--- config.mk ---
export PLATFORM = sky130hd
export DESIGN_NAME = mesh_cfg_loader
export DESIGN_NICKNAME = d
export VERILOG_FILES = /design/src/rtl/mesh_cfg_loader.sv
export SDC_FILE = /design/constraint.sdc
export NUM_CORES = 1
export LEC_CHECK = 0
export CORE_MARGIN = 2
export CORE_UTILIZATION = 46
export CTS_BUF_LIST = sky130_fd_sc_hd__clkbuf_4 sky130_fd_sc_hd__clkbuf_8 sky130_fd_sc_hd__clkbuf_16
export DETAILED_ROUTE_END_ITERATION = 10
export PLACE_DENSITY = 0.95
export SLEW_MARGIN = 20
export SYNTH_ARGS = -nofsm -noshare
export SYNTH_HDL_FRONTEND = slang
export SYNTH_SLANG_ARGS = --single-unit
--- constraint.sdc ---
create_clock -name clk -period 4.87 [get_ports clk]
set_clock_uncertainty 0.15 [all_clocks]
set_input_delay 0.974 -clock clk [delete_from_list [all_inputs] [get_ports clk]]
set_output_delay 0.974 -clock clk [all_outputs]
set_load 0.1 [all_outputs]
--- src/rtl/mesh_cfg_loader.sv ---
// Programming-phase transmitter for the Accelerant mesh: streams per-PE config beats onto the broadcast buses.
// Optional macro CFG_CLEAR_EN inserts a one-cycle PE clear (pe_reset) between start and loading.
module mesh_cfg_loader #(
    parameter int NUM_PE        = 16,
    parameter int SETTLE_CYCLES = 2
) (
    input  logic              clk,
    input  logic              reset,
    input  logic              start,
    input  logic              abort,
    input  logic              cfg_valid,
    output logic              cfg_ready,
    input  logic [3:0]        cfg_instr,
    input  logic [31:0]       cfg_data,
    output logic [NUM_PE-1:0] pe_load,
    output logic [3:0]        pe_instruction,
    output logic [31:0]       pe_data,
    output logic              pe_reset,
    output logic              busy,
    output logic              done,
    output logic              mesh_run,
    output logic              err_illegal
);

    localparam int IDX_W = $clog2(NUM_PE);
    localparam int CNT_W = $clog2(SETTLE_CYCLES + 1);

    typedef enum logic [2:0] {IDLE, CLEAR, LOAD, SETTLE, DONE} state_t;

    state_t           state;
    logic [IDX_W-1:0] idx;
    logic [CNT_W-1:0] settle_cnt;
    logic             accept;
    logic             legal;

    assign accept = cfg_valid && cfg_ready;

    always_comb begin
        legal = 1'b0;
        case (cfg_instr)
            4'b0000, 4'b0001, 4'b0010, 4'b0011, 4'b1010: legal = 1'b1;
            default:                                     legal = 1'b0;
        endcase
    end

    // Strobes (pe_load, done, pe_reset) default low each cycle; abort overrides every non-idle state.
    always_ff @(posedge clk) begin
        if (reset) begin
            state          <= IDLE;
            idx            <= '0;
            settle_cnt     <= '0;
            cfg_ready      <= 1'b0;
            pe_load        <= '0;
            pe_instruction <= '0;
            pe_data        <= '0;
            pe_reset       <= 1'b0;
            busy           <= 1'b0;
            done           <= 1'b0;
            mesh_run       <= 1'b0;
            err_illegal    <= 1'b0;
        end else begin
            pe_load  <= '0;
            done     <= 1'b0;
            pe_reset <= 1'b0;
            if (abort && state != IDLE) begin
                state     <= IDLE;
                cfg_ready <= 1'b0;
                busy      <= 1'b0;
                mesh_run  <= 1'b0;
            end else begin
                case (state)
                    IDLE: begin
                        if (start && !abort) begin
                            idx         <= '0;
                            err_illegal <= 1'b0;
                            mesh_run    <= 1'b0;
                            busy        <= 1'b1;
`ifdef CFG_CLEAR_EN
                            state       <= CLEAR;
                            pe_reset    <= 1'b1;
`else
                            state       <= LOAD;
                            cfg_ready   <= 1'b1;
`endif
                        end
                    end
                    CLEAR: begin
                        state     <= LOAD;
                        cfg_ready <= 1'b1;
                    end
                    LOAD: begin
                        if (accept) begin
                            // Illegal beats consume a PE slot but never strobe it or touch the buses.
                            if (legal) begin
                                pe_load        <= NUM_PE'(1) << idx;
                                pe_instruction <= cfg_instr;
                                pe_data        <= cfg_data;
                            end else begin
                                err_illegal <= 1'b1;
                            end
                            if (idx == IDX_W'(NUM_PE - 1)) begin
                                state      <= SETTLE;
                                cfg_ready  <= 1'b0;
                                settle_cnt <= '0;
                            end else begin
                                idx <= idx + 1'b1;
                            end
                        end
                    end
                    SETTLE: begin
                        if (settle_cnt == CNT_W'(SETTLE_CYCLES)) begin
                            state    <= DONE;
                            done     <= 1'b1;
                            mesh_run <= 1'b1;
                            busy     <= 1'b0;
                        end else begin
                            settle_cnt <= settle_cnt + 1'b1;
                        end
                    end
                    DONE:    state <= IDLE;
                    default: state <= IDLE;
                endcase
            end
        end
    end

endmodule

Fig. 1: run 1, placement view
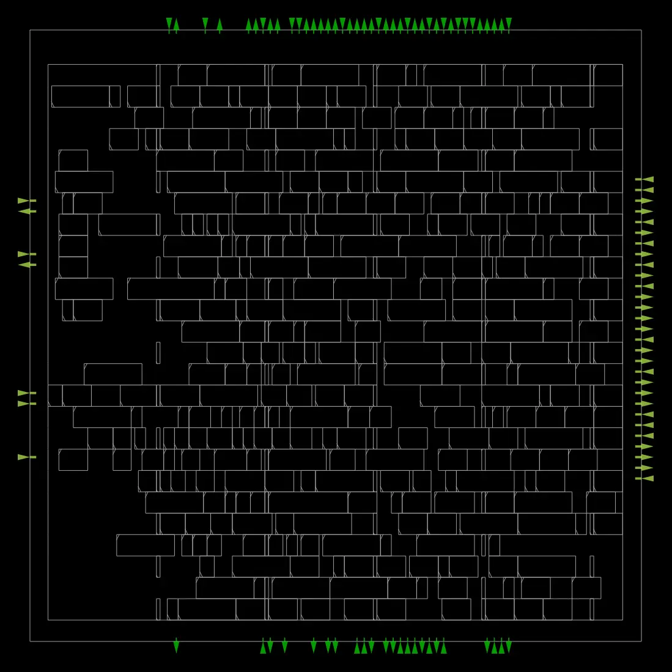
share of cell area taken by flip-flops and latches: 35.6%
fraction of the core area covered by cells at the end of the flow: 71.7%
Std-Cell Rows: 26

Fig. 2: run 1, where the registers sit
Other sequential cells in the stronger gray, the rest of the logic in the fainter gray.
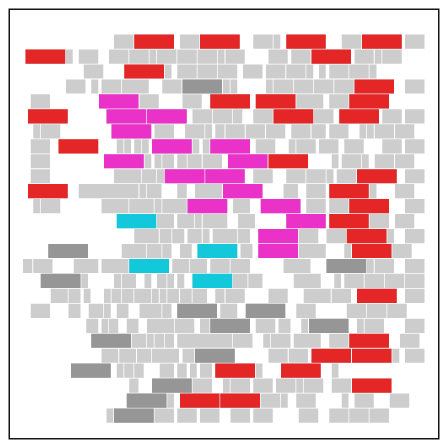
- cyan: `idx` (flops 4; where center)
- magenta: `pe_load` (flops 16)
- red: `pe_data` (flops 32; where widely spread)
power of the sequential group: 0.545 mW
register area: 1320 um^2

==> results.rst, run 1 <==
Metrics
=======

.. list-table::
   :header-rows: 1

   * - Metric
     - Value
   * - Worst endpoint required time
     - 3.75 ns
   * - Kind of start point of the critical path
     - register
   * - Number of buffers inserted to repair setup after CTS
     - 0
   * - Relative slew margins
     - 32.8%
   * - Flop and latch count out of synthesis
     - 66
   * - Worst path cell trace
     - clkdlybuf4s50_1
   * - Main logic family
     - simple AND/OR/NAND/NOR gates
   * - Most numerous cell in the Yosys netlist
     - sky130_fd_sc_hd__dfxtp_1
   * - PostCTS Resize Cnt
     - 0
   * - Max-area cell share
     - 52.7%
   * - Min-Delay Path Class
     - reg -> reg
   * - Adder Share, Synth
     - 3.49%
   * - Boundary pin count
     - 99
   * - Number of antenna violations at the first check in global routing
     - 0
   * - Final Cycle Share
     - 62.3%
   * - Final setup violation count
     - 0
   * - DP Wirelength
     - 4240 um
   * - Final antenna diode count
     - 0
   * - Total design power
     - 1.12 mW
   * - Layout Cells excl Fill
     - 417
   * - Detailed router's first-iteration violation count
     - 89
   * - Critical path fanouts, max
     - 5
   * - Cell type contributing the most total cell area after synthesis
     - sky130_fd_sc_hd__dfxtp_1
   * - Setup repair after global routing missed its margin
     - no
   * - Number of hold violations in the final report
     - 0
   * - Final Cell Area
     - 3710 um^2
   * - Worst ir drop on vdd
     - 0.000328 V
   * - Area of the core region
     - 5170 um^2
   * - Relative contribution of the clock network to total power
     - 44.3%
   * - Clock root buffer
     - sky130_fd_sc_hd__clkbuf_8
   * - Final routed DRC violation total
     - 0
   * - Final Critical Period
     - 3.04 ns
   * - Fp util
     - 48.5%
   * - Register area share after synthesis
     - 52.7%
   * - Tool warnings
     - 30
   * - Cell area leaders
     - sky130_fd_sc_hd__dfxtp_1 (53%), sky130_fd_sc_hd__mux2i_1 (14%), sky130_fd_sc_hd__nor2_1 (7.8%)
   * - Global-route wire length before repair
     - 9680 um
   * - Sequential share of power
     - 48.6%
   * - Max capacitance violation total
     - 0
   * - Wire length per cell after detailed routing
     - 14.2 um
   * - Flip-flop cell with the highest count after synthesis
     - sky130_fd_sc_hd__dfxtp_1
   * - Stage delay of the slowest cell on the critical path
     - 1.18 ns
   * - Synth async-reset ratio
     - 0%
   * - Post-synth top cells
     - sky130_fd_sc_hd__dfxtp_1 (66), sky130_fd_sc_hd__nor2_1 (52), sky130_fd_sc_hd__mux2i_1 (35), sky130_fd_sc_hd__nor3_1 (12)
   * - Switching power of the nets
     - 0.235 mW
   * - Per-instance average area after synthesis
     - 10.1 um^2
   * - Cell area after synthesis
     - 2510 um^2
   * - Smallest hold slack
     - 0.331 ns
   * - Measured slew at the worst slew-check pin
     - 1.00 ns
   * - Status
     - finished clean
   * - Total internal power
     - 0.884 mW
   * - Gpl congestion
     - 0.805
   * - Quantity of hold-fixing buffers added after cts
     - 0
Fig. 3: run 1, the metal 4 layer
Bar = 20 um. Supply wires on this layer in gray.
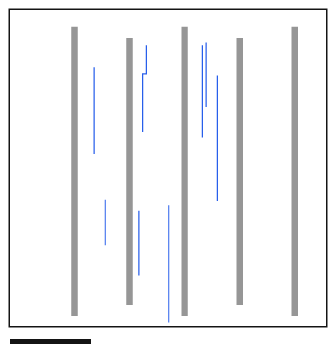
- main direction: vertical
- wire length on this layer: 167 um

run 1: power groups by stage:
stage          combinational (mW)  clock (mW)  sequential, mW
2_1_floorplan              0.0231           0           0.570
3_3_place_gp               0.0768           0           0.557
3_5_place_dp               0.0783           0           0.557
4_1_cts                    0.0792       0.506           0.544
5_1_grt                    0.0830       0.534           0.544
6_report                   0.0792       0.496           0.545
run 1: cell families after synthesis:
kind of cell               count (synthesis)
muxes                                     36
adders and majority gates                  7
buffers and inverters                     23
and+or+nand+nor                           95
other                                      1
DFF                                       66
AOI/OAI and AO/OA                         20
run 1: state kept, by name, summed over array words and instances (netlist names):
| register | flops |
|---|---|
| mesh_run | 1 |
| err_illegal | 1 |
| pe_instruction | 4 |
| done | 1 |
| cfg_ready | 1 |
| busy | 1 |
| pe_load | 16 |
| pe_data | 32 |
| state | 3 |
| idx | 4 |
| settle_cnt | 2 |
run 1: placed cells by master, fill, tap and decap left out, types with 2 or more instances in the layout:
| master | n |
|---|---|
| sky130_fd_sc_hd__a21oi_1 | 2 |
| sky130_fd_sc_hd__a22o_1 | 2 |
| sky130_fd_sc_hd__a31oi_1 | 2 |
| sky130_fd_sc_hd__and2_1 | 2 |
| sky130_fd_sc_hd__and3_1 | 3 |
| sky130_fd_sc_hd__and3b_1 | 2 |
| sky130_fd_sc_hd__buf_4 | 2 |
| sky130_fd_sc_hd__clkbuf_4 | 2 |
| sky130_fd_sc_hd__clkbuf_8 | 13 |
| sky130_fd_sc_hd__clkdlybuf4s50_1 | 96 |
| sky130_fd_sc_hd__dfxtp_1 | 66 |
| sky130_fd_sc_hd__ha_1 | 7 |
| sky130_fd_sc_hd__inv_1 | 7 |
| sky130_fd_sc_hd__mux2i_1 | 35 |
| sky130_fd_sc_hd__nand2_1 | 6 |
| sky130_fd_sc_hd__nand2b_1 | 6 |
| sky130_fd_sc_hd__nand3_1 | 3 |
| sky130_fd_sc_hd__nand3b_1 | 4 |
| sky130_fd_sc_hd__nor2_1 | 52 |
| sky130_fd_sc_hd__nor3_1 | 12 |
| sky130_fd_sc_hd__o21bai_1 | 2 |
run 1: final timing paths:
| path | end | slack, ns | startpoint | cells past startpoint |
|---|---|---|---|---|
| max | cfg_ready | 1.83 | cfg_ready$_SDFFE_PP0P_ | 1 |
| min | settle_cnt[0]$_SDFFE_PP0P_ | 0.33 | settle_cnt[0]$_SDFFE_PP0P_ | 1 |
| max reg2reg | pe_load[0]$_SDFF_PP0_ | 2.46 | state[1]$_SDFFE_PP0P_ | 5 |
| min reg2reg | settle_cnt[0]$_SDFFE_PP0P_ | 0.33 | settle_cnt[0]$_SDFFE_PP0P_ | 1 |
run 1: final cells by class:
class | count | area [um^2]
fillers | 360 | 1460
flip-flops and latches | 66 | 1320
repair buffers | 99 | 981
multi-input cells | 159 | 1070
clock buffers | 15 | 194
clock inverters | 1 | 30.0
inverters | 7 | 26.3
well taps | 70 | 87.6
run 1: layer usage:
| layer | wire length (um) | GRT usage (%) |
|---|---|---|
| met3 | 220 | 3.02 |
| met1 | 2510 | 23.3 |
| met5 | 0 | 0 |
| met4 | 166 | 11.1 |
| met2 | 3020 | 36.0 |
Fig. 4: run 1, clock wires, drivers and flops
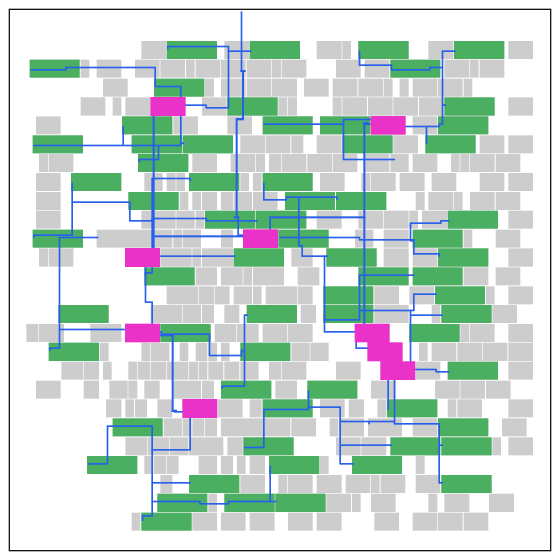

==> run 2: changes to the inputs <==
- CORE_UTILIZATION: 46 -> 43
- PLACE_DENSITY: 0.95 -> 0.9
- clock period: 4.87 -> 2.9 ns (I/O delays scaled with it)
Fig. 5: run 2, clock wires, drivers and flops
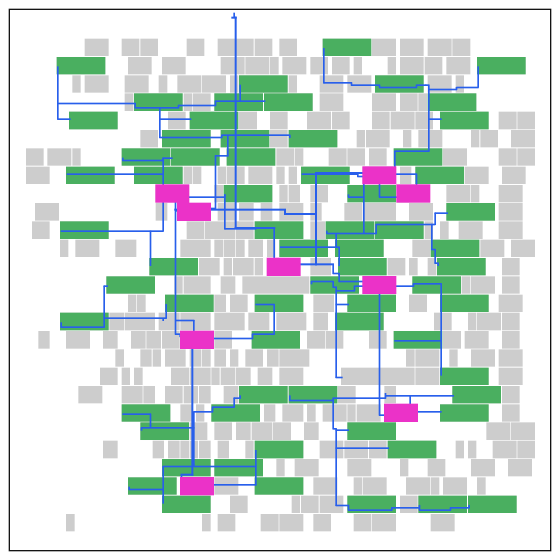
- magenta: cells driving clock nets (count 9)
- blue: clock wires (length 736 um)
- green: flip-flops (count 66)
- routed clock nets: 10
insertion delay at the late pin of the worst-skew pair: 0.33 ns
relative contribution of the clock network to total power: 42.0%
total clock network power: 0.757 mW

==> results.rst, run 2 <==
Metrics
=======

.. list-table::
   :header-rows: 1

   * - Metric
     - Value
   * - DP Wirelength
     - 4130 um
   * - Area of the core region
     - 5570 um^2
   * - Register area share after synthesis
     - 52.7%
   * - Adder Share, Synth
     - 3.49%
   * - Boundary pin count
     - 99
   * - Gpl congestion
     - 0.757
   * - Final Critical Period
     - 2.41 ns
   * - Final Cycle Share
     - 83.2%
   * - Biggest registers after layout
     - pe_data x32, pe_load x16
   * - Flop and latch count out of synthesis
     - 66
   * - Kind of start point of the critical path
     - primary input
   * - Fp util
     - 45.0%
   * - Tool warnings
     - 30
   * - Combined area of the multi-input logic cells
     - 1070 um^2
   * - Most frequently placed logic cells in the final layout
     - sky130_fd_sc_hd__dfxtp_1 (66), sky130_fd_sc_hd__buf_4 (60), sky130_fd_sc_hd__nor2_1 (52), sky130_fd_sc_hd__clkdlybuf4s50_1 (39), sky130_fd_sc_hd__mux2i_1 (35)
   * - Cell area leaders
     - sky130_fd_sc_hd__dfxtp_1 (53%), sky130_fd_sc_hd__mux2i_1 (14%), sky130_fd_sc_hd__nor2_1 (7.8%)
   * - Clock root buffer
     - sky130_fd_sc_hd__clkbuf_8
   * - Worst ir drop on vdd
     - 0.000225 V
   * - Number of antenna violations at the first check in global routing
     - 0
   * - Final routed DRC violation total
     - 0
   * - Max capacitance violation total
     - 0
   * - Number of buffers inserted to repair setup after CTS
     - 0
   * - Global-route wire length before repair
     - 9020 um
   * - Status
     - finished clean
   * - Synth async-reset ratio
     - 0%
   * - Register area
     - 1320 um^2
   * - Std-Cell Rows
     - 27
   * - Cell area after synthesis
     - 2510 um^2
   * - Most numerous cell in the Yosys netlist
     - sky130_fd_sc_hd__dfxtp_1
   * - Quantity of hold-fixing buffers added after cts
     - 0
   * - Fraction of the core area covered by cells at the end of the flow
     - 63.7%
   * - Final antenna diode count
     - 0
   * - Max reg flops
     - 32
   * - Max-area cell share
     - 52.7%
   * - Main logic family
     - simple AND/OR/NAND/NOR gates
   * - Cell type contributing the most total cell area after synthesis
     - sky130_fd_sc_hd__dfxtp_1
   * - Per-instance average area after synthesis
     - 10.1 um^2
   * - Worst endpoint required time
     - 2.99 ns
   * - Critical path fanouts, max
     - 19
   * - Smallest hold slack
     - 0.329 ns
   * - Depth of the most critical reg-to-reg path
     - 5
   * - Number of fill cells
     - 466
   * - Flip-flop cell with the highest count after synthesis
     - sky130_fd_sc_hd__dfxtp_1
   * - Worst Hold Depth
     - 1
   * - Post-synth top cells
     - sky130_fd_sc_hd__dfxtp_1 (66), sky130_fd_sc_hd__nor2_1 (52), sky130_fd_sc_hd__mux2i_1 (35), sky130_fd_sc_hd__nor3_1 (12)
   * - Wire length per cell after detailed routing
     - 13.5 um
   * - Relative slew margins
     - 51.1%
## run 2: cell type report
class                   count  share of cell area (%)
clock buffers              11                    4.09
clock inverters             5                    1.52
inverters                   7                   0.740
multi-input cells         159                    30.1
flip-flops and latches     66                    37.2
well taps                  72                    2.54
repair buffers            100                    23.8
## run 2: worst paths after layout
path / slack, ns / endpoint / startpoint
hold reg to reg: 0.33 / pe_instruction[2]$_SDFFE_PP0P_ / pe_instruction[2]$_SDFFE_PP0P_
hold / removal: 0.33 / pe_instruction[2]$_SDFFE_PP0P_ / pe_instruction[2]$_SDFFE_PP0P_
setup / recovery: 0.49 / pe_load[0]$_SDFF_PP0_ / abort
setup reg to reg: 0.50 / pe_load[0]$_SDFF_PP0_ / state[1]$_SDFFE_PP0P_
## run 2: routing by layer
| metal | vias to the layer above | GRT usage [%] | wire, um |
|---|---|---|---|
| met1 | 949 | 20.2 | 2300 |
| li1 | 1030 | - | - |
| met3 | 11 | 3.15 | 288 |
| met2 | 71 | 32.2 | 2990 |
| met4 | 0 | 10.3 | 93 |
| met5 | - | 0 | 0 |
## run 2: through the flow
stage                     std cells  cell area [um^2]  total power [mW]
final                           420              3550              1.80
after global routing            420              3550              1.88
after CTS                       420              3550              1.83
after detailed placement        404              3350              1.07
after global placement          404              3350              1.06
after floorplan                 248              2510             0.997
## run 2: critical path: stages
cell and delay (ns):
sky130_fd_sc_hd__clkdlybuf4s50_1 0.51, sky130_fd_sc_hd__nand3b_1 0.27, sky130_fd_sc_hd__a2111oi_4 0.34, sky130_fd_sc_hd__buf_4 0.37
sky130_fd_sc_hd__nand3b_1 0.21, sky130_fd_sc_hd__nor3_1 0.21
## run 2: cells by family (layout without fill, tap and decap cells)
family,Yosys count,after routing
and+or+nand+nor,95,95
DFF,66,66
muxes,36,36
buffers and inverters,23,123
AOI/OAI and AO/OA,20,20
adders and majority gates,7,7
other,1,1
## run 2: report_power, final
group | leakage (nW) | total, mW | internal, mW | switching, mW
clock | 0.106 | 0.757 | 0.427 | 0.330
sequential | 0.532 | 0.914 | 0.910 | 0.00392
combinational | 0.799 | 0.132 | 0.0631 | 0.0692
total | 1.44 | 1.80 | 1.40 | 0.403
No activity file was given, so power comes from the tool's default toggle rates.
